Figure 1. Clock nets.
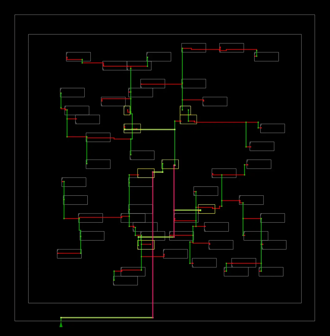
Figure 2. Power grid.
(4 px per um) Pins as bars on the die edge. Tap cells in gray.
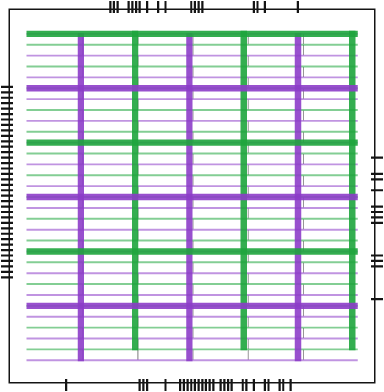
Figure 3. Metal 2.
(3 px per um)
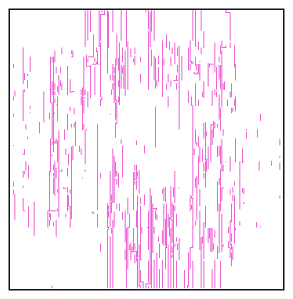
==> src/rtl/arbitro_memoria_dados_pkg.sv <==
// Shared definitions for the data-memory arbiter: FSM encoding and default widths.
package arbitro_memoria_dados_pkg;

    typedef enum logic [1:0] {
        OCIOSO  = 2'd0,
        ACESSO  = 2'd1,
        CONCLUI = 2'd2
    } estado_t;

    localparam int LARGURA_DADO_PADRAO = 8;
    localparam int LARGURA_END_PADRAO  = 8;
    localparam int LARGURA_CONT_PADRAO = 8;

endpackage

==> src/rtl/arbitro_memoria_dados_escolha_rr.sv <==
// Combinational round-robin pick between two requesters.
module arbitro_memoria_dados_escolha_rr (
    input  logic Req0,
    input  logic Req1,
    input  logic Ultimo,
    output logic Concede,
    output logic W,
    output logic Conflito
);

    always_comb begin
        Concede  = Req0 | Req1;
        Conflito = Req0 & Req1;
        // On a tie the requester not served last wins; otherwise whoever asks.
        W        = Conflito ? ~Ultimo : Req1;
    end

endmodule

==> src/rtl/arbitro_memoria_dados.sv <==
// Two-requester round-robin arbiter in front of the single-port 256x8 data memory.
// Handshake: a requester raises Req with Esc/End/Dado valid and holds it until its
// one-cycle Ack pulse; on a read Lido is valid with Ack. Req still high after the
// Ack cycle is taken as a new request.
module arbitro_memoria_dados
    import arbitro_memoria_dados_pkg::*;
#(
    parameter int LARGURA_DADO = LARGURA_DADO_PADRAO,
    parameter int LARGURA_END  = LARGURA_END_PADRAO,
    parameter int LARGURA_CONT = LARGURA_CONT_PADRAO
) (
    input  logic                    Clock,
    input  logic                    Reset,
    input  logic                    Req0,
    input  logic                    Esc0,
    input  logic [LARGURA_END-1:0]  End0,
    input  logic [LARGURA_DADO-1:0] Dado0,
    output logic                    Ack0,
    output logic [LARGURA_DADO-1:0] Lido0,
    input  logic                    Req1,
    input  logic                    Esc1,
    input  logic [LARGURA_END-1:0]  End1,
    input  logic [LARGURA_DADO-1:0] Dado1,
    output logic                    Ack1,
    output logic [LARGURA_DADO-1:0] Lido1,
    output logic [LARGURA_END-1:0]  MemEndereco,
    output logic [LARGURA_DADO-1:0] MemDadoEscrito,
    output logic                    MemEscMem,
    output logic                    MemLerMem,
    input  logic [LARGURA_DADO-1:0] DadoLidoMem,
    output logic                    Ocupado,
    output logic [LARGURA_CONT-1:0] Conflitos,
    output logic [1:0]              Estado
);

    estado_t estado;
    logic    ultimo;
    logic    concede;
    logic    w;
    logic    conflito;
    logic    esc_w;

    arbitro_memoria_dados_escolha_rr u_escolha (
        .Req0     (Req0),
        .Req1     (Req1),
        .Ultimo   (ultimo),
        .Concede  (concede),
        .W        (w),
        .Conflito (conflito)
    );

    assign esc_w  = w ? Esc1 : Esc0;
    assign Estado = estado;

    always_ff @(posedge Clock) begin
        if (Reset) begin
            estado         <= OCIOSO;
            ultimo         <= 1'b1;
            Ack0           <= 1'b0;
            Ack1           <= 1'b0;
            Lido0          <= '0;
            Lido1          <= '0;
            MemEndereco    <= '0;
            MemDadoEscrito <= '0;
            MemEscMem      <= 1'b0;
            MemLerMem      <= 1'b0;
            Ocupado        <= 1'b0;
            Conflitos      <= '0;
        end else begin
            case (estado)
                OCIOSO: begin
                    if (concede) begin
                        MemEndereco    <= w ? End1 : End0;
                        MemDadoEscrito <= w ? Dado1 : Dado0;
                        MemEscMem      <= esc_w;
                        MemLerMem      <= ~esc_w;
                        ultimo         <= w;
                        Ocupado        <= 1'b1;
                        estado         <= ACESSO;
                        if (conflito && (Conflitos != '1))
                            Conflitos <= Conflitos + LARGURA_CONT'(1);
                    end
                end
                ACESSO: begin
                    // Memory has read at the negedge or writes on this edge.
                    MemEscMem <= 1'b0;
                    MemLerMem <= 1'b0;
                    if (ultimo) begin
                        Ack1 <= 1'b1;
                        if (MemLerMem)
                            Lido1 <= DadoLidoMem;
                    end else begin
                        Ack0 <= 1'b1;
                        if (MemLerMem)
                            Lido0 <= DadoLidoMem;
                    end
                    estado <= CONCLUI;
                end
                CONCLUI: begin
                    Ack0    <= 1'b0;
                    Ack1    <= 1'b0;
                    Ocupado <= 1'b0;
                    estado  <= OCIOSO;
                end
                default: begin
                    Ack0      <= 1'b0;
                    Ack1      <= 1'b0;
                    MemEscMem <= 1'b0;
                    MemLerMem <= 1'b0;
                    Ocupado   <= 1'b0;
                    estado    <= OCIOSO;
                end
            endcase
        end
    end

endmodule

==> config.mk <==
export PLATFORM = sky130hd
export DESIGN_NAME = arbitro_memoria_dados
export DESIGN_NICKNAME = d
export VERILOG_FILES = /design/src/rtl/arbitro_memoria_dados_pkg.sv /design/src/rtl/arbitro_memoria_dados_escolha_rr.sv /design/src/rtl/arbitro_memoria_dados.sv
export SDC_FILE = /design/constraint.sdc
export NUM_CORES = 1
export LEC_CHECK = 0
export ABC_AREA = 1
export CORE_AREA = 4 4 87 89
export CTS_CLUSTER_SIZE = 14
export DETAILED_ROUTE_END_ITERATION = 8
export DIE_AREA = 0 0 91 93
export PLACE_DENSITY = 0.6
export SYNTH_ARGS = -nofsm -noshare
export SYNTH_HDL_FRONTEND = slang
export SYNTH_HIERARCHICAL = 1
export SYNTH_SLANG_ARGS = --single-unit
==> constraint.sdc <==
create_clock -name Clock -period 2.9 [get_ports Clock]
set_input_delay 0.29 -clock Clock [delete_from_list [all_inputs] [get_ports Clock]]
set_output_delay 0.29 -clock Clock [all_outputs]
set_load 0.1 [all_outputs]
==> reports/results.tsv <==
stage	metric	value	unit
routing	met2 routed WL	2.565	mm
outcome	status	complete, no violations	
yosys	async set-reset flop share out of synthesis	0	%
clock_network	# resized after CTS	0	
yosys	commonest register cell after synthesis	dfxtp_1	
yosys	Ys Warns	6	
setup_path	Critical Setup Path Class	in2reg	
clock_network	Worst-path clk slew	0.09	ns
final_timing	Slew headroom	63.03	%
routing	DR WL/cell	12.53	um
die	Rows	30	
pwr	pwr dens	579.8	nW/um2
final_timing	RSZ-0062 raised after global routing	no	
global_route	first-pass GRT wire length	8.963	mm
yosys	sequential area share after synthesis	47.73	%
routing	TritonRoute pass-1 iters	4	
global_route	global route overflow	0	
job	tool warning count	26	
final_timing	setup TNS	0	ns
yosys	cell area after synthesis	2013	um2
placed_design	placed cell count	434	
yosys	ys cells	272	
final_timing	Final Cycle Share	54.88	%
clock_network	CTS Buffer Depth	2	
die	chip area	8463	um2
routing	vias	2023	
final_timing	Tmin final	1.591	ns
placed_design	DP Area	2856	um2
setup_path	r2r endpoint	MemLerMem$_SDFFE_PP0P_	
setup_path	R2R cell count	5	
final_timing	Worst Tran Pin Value	0.5537	ns
yosys	chip area in the Yosys report	2013	um2
placed_design	port bufs	92	
setup_path	Setup crit end	MemLerMem$_SDFFE_PP0P_	
clock_network	TritonCTS clock tree	built	
final_timing	final hold slack	0.4713	ns
pwr	leakage power	1.312	nW
final_timing	Achievable Freq	628.3	MHz
routing	uppermost layer routed	met4	
global_route	All-Layer GR Usage	12.99	%
clock_network	TritonCTS Sinks	48	
cells_and_area	Diodes inserted	0	
setup_path	CP Launch Type	input port	
placed_design	RePlAce Congestion	0.7478	
Back to the opening pictures, Figure 1:
Setup Skew: 0.005019 ns
Flops: 48

Back to the opening pictures, Figure 2:
- VSS: purple
- VDD: green
- met1 rails: 31
- signal pins: 93
IR drop worst, VDD: 0.0002016 V
Die X: 91 um
die height: 93 um
CORE AREA: 6756 um2

Back to the opening pictures, Figure 3:
- wire length on this layer: 2,570 um
- nets with wire on the layer: 309
M2 GR Usage: 21.58%
final WL: 5.538 mm

sequential cells by signal (all words and copies together), names as in the netlist:
register,count
Conflitos,8
Lido0,8
Lido1,8
MemDadoEscrito,8
MemEndereco,8
Estado,2
Ack0,1
Ack1,1
MemEscMem,1
MemLerMem,1
Ocupado,1
ultimo,1
report_power, final:
part / internal (mW) / total, mW / switching [mW]
clock network: 0.195 / 0.428 / 0.233
logic: 0.141 / 0.554 / 0.413
registers: 0.702 / 0.730 / 0.0277
total: 1.04 / 1.71 / 0.673
routing by layer:
metal | global-route usage, % | up-vias
met2 | 21.58 | 70
met4 | 4.146 | 0
met1 | 16.03 | 887
met3 | 4.103 | 5
met5 | 0 | -
li1 | - | 1061
worst max-delay path, cell delays in order:
cell and delay [ns]:
clkdlybuf4s50_1 0.50, inv_1 0.05, a21oi_1 0.39, inv_2 0.26, nand2_1 0.11, nand2_1 0.06, o21ai_0 0.15
how the worst min path moves through the flow:
stage	from	to	slack [ns]	depth (start not counted)
floorplan	DadoLidoMem[0]	Lido0[0]$_SDFFE_PP0P_	0.42	2
global placement	Ack1$_SDFFE_PP0P_	Ack1$_SDFFE_PP0P_	0.46	2
detailed placement	Ocupado$_SDFFE_PP0P_	Ocupado$_SDFFE_PP0P_	0.46	2
CTS	Ocupado$_SDFFE_PP0P_	Ocupado$_SDFFE_PP0P_	0.48	2
global route	Ocupado$_SDFFE_PP0P_	Ocupado$_SDFFE_PP0P_	0.49	2
finish	Ocupado$_SDFFE_PP0P_	Ocupado$_SDFFE_PP0P_	0.47	2
placed cells by master, fill, tap and decap left out, drive strengths merged:
cell           instances
or2                    1
clkinv                 2
o211ai                 1
buf                   48
inv                   19
clkbuf                 6
clkdlybuf4s50         45
xor2                   3
nand3                  5
nand4                  1
ha                     1
dfxtp                 48
a21oi                 10
nor3                   1
a31oi                 16
o21ai                 36
nor2                  48
nand2                 71
through the flow:
stage | util (%) | power [mW]
finish | 43.70 | 1.712
global route | 43.70 | 1.794
detailed placement | 42.28 | 1.302
CTS | 43.70 | 1.731
floorplan | - | 1.151
global placement | 42.28 | 1.300
final cells by class:
class	count	area, um2
Fill cell	721	3804
Sequential cell	48	960.9
Multi-Input combinational cell	194	910.9
Timing Repair Buffer	93	810.8
Tap cell	80	100.1
Clock buffer	6	82.58
Inverter	19	73.82
Clock inverter	2	13.76
cell families after synthesis:
| logic type | Yosys count | share of synthesized area [%] |
|---|---|---|
| simple gates | 127 | 26.54 |
| buf+inv | 30 | 7.023 |
| fa+ha+maj | 1 | 0.6214 |
| flops | 48 | 47.73 |
| xor+xnor | 3 | 1.305 |
| compound gates | 63 | 16.78 |
Power and IR drop assume default switching activity.
